### src/rtl/rx_fs4_downconverter.sv
// fs/4 quadrature downconverter: routes the real passband stream into I/Q by NCO
// phase, integrates each branch over a DECIM-clock window and dumps the average.
module rx_fs4_downconverter #(
    parameter int DECIM     = 4,
    parameter int LOG2_HALF = 1
) (
    input  logic               clk,
    input  logic               reset,
    input  logic signed [17:0] rx_in,
    input  logic [1:0]         phase_sel,
    input  logic               resync,
    output logic signed [17:0] i_out,
    output logic signed [17:0] q_out,
    output logic               out_valid,
    output logic               clip
);
    localparam int ACC_W = 18 + LOG2_HALF;
    localparam int CNT_W = (DECIM > 2) ? $clog2(DECIM) : 1;
    localparam logic [CNT_W-1:0] LAST = CNT_W'(DECIM - 1);
    localparam logic signed [ACC_W-1:0] ZERO = '0;

    logic [1:0]              phase;
    logic [CNT_W-1:0]        win;
    logic signed [ACC_W-1:0] acc_i, acc_q;

    logic                    neg_sat;
    logic signed [17:0]      neg_x, sel_x;
    logic signed [ACC_W-1:0] term, sum_i, sum_q;

    // Phases 2/3 negate; the most negative code cannot be negated exactly.
    always_comb begin
        neg_sat = (rx_in == 18'sh20000);
        neg_x   = neg_sat ? 18'sh1FFFF : -rx_in;
        sel_x   = phase[1] ? neg_x : rx_in;
        term    = ACC_W'(sel_x);
        sum_i   = acc_i + (phase[0] ? term : ZERO);
        sum_q   = acc_q + (phase[0] ? ZERO : term);
    end

    always_ff @(posedge clk) begin
        if (reset) begin
            phase     <= 2'd0;
            win       <= '0;
            acc_i     <= '0;
            acc_q     <= '0;
            i_out     <= '0;
            q_out     <= '0;
            out_valid <= 1'b0;
            clip      <= 1'b0;
        end else if (resync) begin
            phase     <= phase_sel;
            win       <= '0;
            acc_i     <= '0;
            acc_q     <= '0;
            out_valid <= 1'b0;
            clip      <= 1'b0;
        end else begin
            phase <= phase + 2'd1;
            if (phase[1] && neg_sat)
                clip <= 1'b1;
            if (win == LAST) begin
                win       <= '0;
                acc_i     <= '0;
                acc_q     <= '0;
                i_out     <= 18'(sum_i >>> LOG2_HALF);
                q_out     <= 18'(sum_q >>> LOG2_HALF);
                out_valid <= 1'b1;
            end else begin
                win       <= win + CNT_W'(1);
                acc_i     <= sum_i;
                acc_q     <= sum_q;
                out_valid <= 1'b0;
            end
        end
    end
endmodule

### config.mk
export PLATFORM = sky130hd
export DESIGN_NAME = rx_fs4_downconverter
export DESIGN_NICKNAME = d
export VERILOG_FILES = /design/src/rtl/rx_fs4_downconverter.sv
export SDC_FILE = /design/constraint.sdc
export NUM_CORES = 1
export LEC_CHECK = 0
export ABC_AREA = 1
export CORE_UTILIZATION = 50
export CTS_BUF_LIST = sky130_fd_sc_hd__clkbuf_4 sky130_fd_sc_hd__clkbuf_8 sky130_fd_sc_hd__clkbuf_16
export DETAILED_ROUTE_END_ITERATION = 16
export PLACE_DENSITY_LB_ADDON = 0.15
export SYNTH_ARGS = -nofsm -noshare
export SYNTH_HDL_FRONTEND = slang
export SYNTH_SLANG_ARGS = --single-unit
### constraint.sdc
create_clock -name clk -period 3.91 [get_ports clk]
set_input_delay 0.5865 -clock clk [delete_from_list [all_inputs] [get_ports clk]]
set_output_delay 0.5865 -clock clk [all_outputs]
set_load 0.05 [all_outputs]
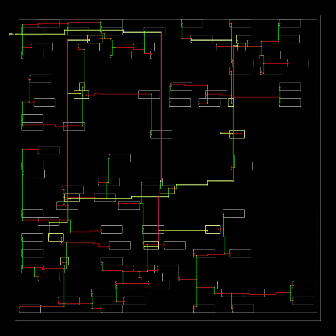
**Above:** the clock network.
number of clock sinks: 80
Clk. pwr: 532 uW
registers: 80

==> results.toml <==
# physical design summary
[grt]
grt_pass1_vias = 5103
grt_use_total = 0.277
global_route.usage.met2 = 0.470

[cts]
htreeDepth = 3
cts_root_buf = "clkbuf_8"
clk_pin_slew_ns = 0.07
clk_path_buf_depth = 2

[power_and_ir_drop]
clkPwrFrac = 0.271
ir_drop_uv = 241
power_switching_uw = 656
p_leak_nw = 3.32
power_mw = 1.97
cellPowerDensity_nw_per_um2 = 302
intPower_mw = 1.31

[status]
status = "finished clean"

[placed_design]
place.gp.congestion = 0.883

[final_layout]
syn_to_final_growth_pct = 23.3
stdcell_area_um2 = 6520
final_cell_mix = "nand2_1 (143), nor2_1 (129), inv_1 (115), dfxtp_1 (80), clkdlybuf4s50_1 (60)"
num-fill-cells = 994
logic_area_um2 = 3150
num_antenna_cells = 0

[yosys]
synth_cell_type_count = 43
synthMuxAreaShare = 0
syn_inst = 788
ys_seq_share = 0.303
ys_area_um2 = 5290
fp_nets = 851

[setup_path]
start_kind = "input port"
crit_type = "in -> reg"
cp-startpoint = "rx_in[0]"
critPathRequiredTime_ns = 4.23
r2r-start = "phase[1]$_SDFF_PP0_"

[worst_hold_path]
hp-class = "reg -> reg"
min_path_cells = 1

[routing]
vias_per_cell = 5.10
drt_iter0_drc = 245
drt_drc_violations_left = 0
num_vias = 5233

[die]
die_x_um = 105
fp_util = 0.514

[final_timing]
fin_crit_ns = 3.62
holdWs_ns = 0.422
rsz0062_at_grt = "no"
fin_crit_sh = 0.925
skew_ns = 0.00837
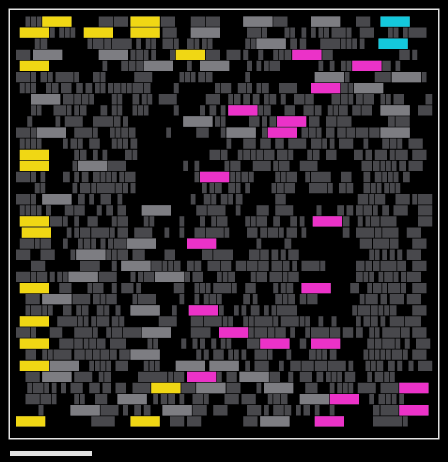
**Above:** sequential cells coloured by netlist name.
Scale bar: 20 um. Other sequential cells in the stronger grey, the rest of the logic in the fainter grey.
magenta -> acc_q  # placed flops 19
yellow -> i_out  # placed flops 18
cyan -> win  # placed flops 2
Seq area share: 0.246
register area: 1600 um^2
Core Util, Final: 0.634
Seq power: 861 uW

-- worst max-delay path, stage by stage --
cell and delay (ns):
clkdlybuf4s50_1 0.46, inv_1 0.10, ha_1 0.19, nand3_2 0.11, nor2_2 0.16, nand2_2 0.08, nor2_2 0.15, nand2_4 0.13
a21oi_1 0.28, ha_1 0.25, inv_1 0.06, fa_1 0.43, o21bai_2 0.20, nand3_1 0.09, nand2_1 0.15, xor2_1 0.31
o21ai_0 0.12, inv_1 0.06
-- path summary, 6_finish.rpt --
kind | endpoint | slack (ns)
setup / recovery | i_out[7]$_SDFFE_PP0P_ | 0.29
hold / removal | win[0]$_SDFF_PP0_ | 0.42
setup reg to reg | i_out[7]$_SDFFE_PP0P_ | 0.81
hold reg to reg | win[0]$_SDFF_PP0_ | 0.42
-- power by group through the flow --
stage                     combinational (mW)  sequential (mW)  clock, mW
after floorplan                        0.351            0.883          0
after global placement                 0.558            0.879          0
after detailed placement               0.564            0.879          0
after CTS                              0.568            0.860      0.545
after global routing                   0.640            0.863      0.575
final                                  0.572            0.861      0.532
-- cell type report --
cell class                      count  area share
Tap cell                          136      0.0261
Clock buffer                       11      0.0213
Multi-Input combinational cell    563       0.483
Clock inverter                      2     0.00154
Inverter                          122      0.0703
Timing Repair Buffer              112       0.152
Sequential cell                    80       0.246
-- cells in the mapped netlist, drive strengths merged (2+ instances only) --
master | number | area [um^2]
a21oi | 56 | 299
inv | 121 | 454
xor2 | 19 | 166
o21bai | 5 | 41.3
o21ai | 34 | 181
a31oi | 2 | 12.5
o211ai | 16 | 125
ha | 38 | 475
nor2 | 139 | 557
a21o | 10 | 75.1
fa | 2 | 40.0
nand2 | 153 | 599
nor3 | 13 | 65.1
nand3 | 43 | 240
buf | 7 | 43.8
clkbuf | 16 | 60.1
nand4 | 8 | 50.1
o21a | 5 | 37.5
nand3b | 5 | 41.3
or2 | 4 | 27.5
dfxtp | 80 | 1600
xnor2 | 7 | 61.3
-- per-layer routing --
metal | vias up | share of wire
li1 | 2704 | -
met1 | 2365 | 0.46
met2 | 140 | 0.46
met3 | 24 | 0.048
met4 | 0 | 0.028
met5 | - | 0
-- stage by stage --
stage	setup TNS [ns]	worst slack, ns
5_1_grt	0	0.00803
3_5_place_dp	-1.50	-0.146
6_report	0	0.295
3_3_place_gp	-0.276	-0.0734
4_1_cts	0	0.231
2_1_floorplan	0	0.614
-- registers in the layout, indices dropped and copies added (netlist names) --
register,cells
q_out,18
out_valid,1
acc_i,19
i_out,18
acc_q,19
phase,2
clip,1
win,2
-- kinds of logic after synthesis --
family,Yosys count
buffers and inverters,145
AND/OR/NAND/NOR,368
adder cells (fa/ha/maj),40
AND-OR/OR-AND,129
XOR/XNOR,26
flip-flops,80
Power figures rest on the tool's default switching activity, not on a simulated workload.
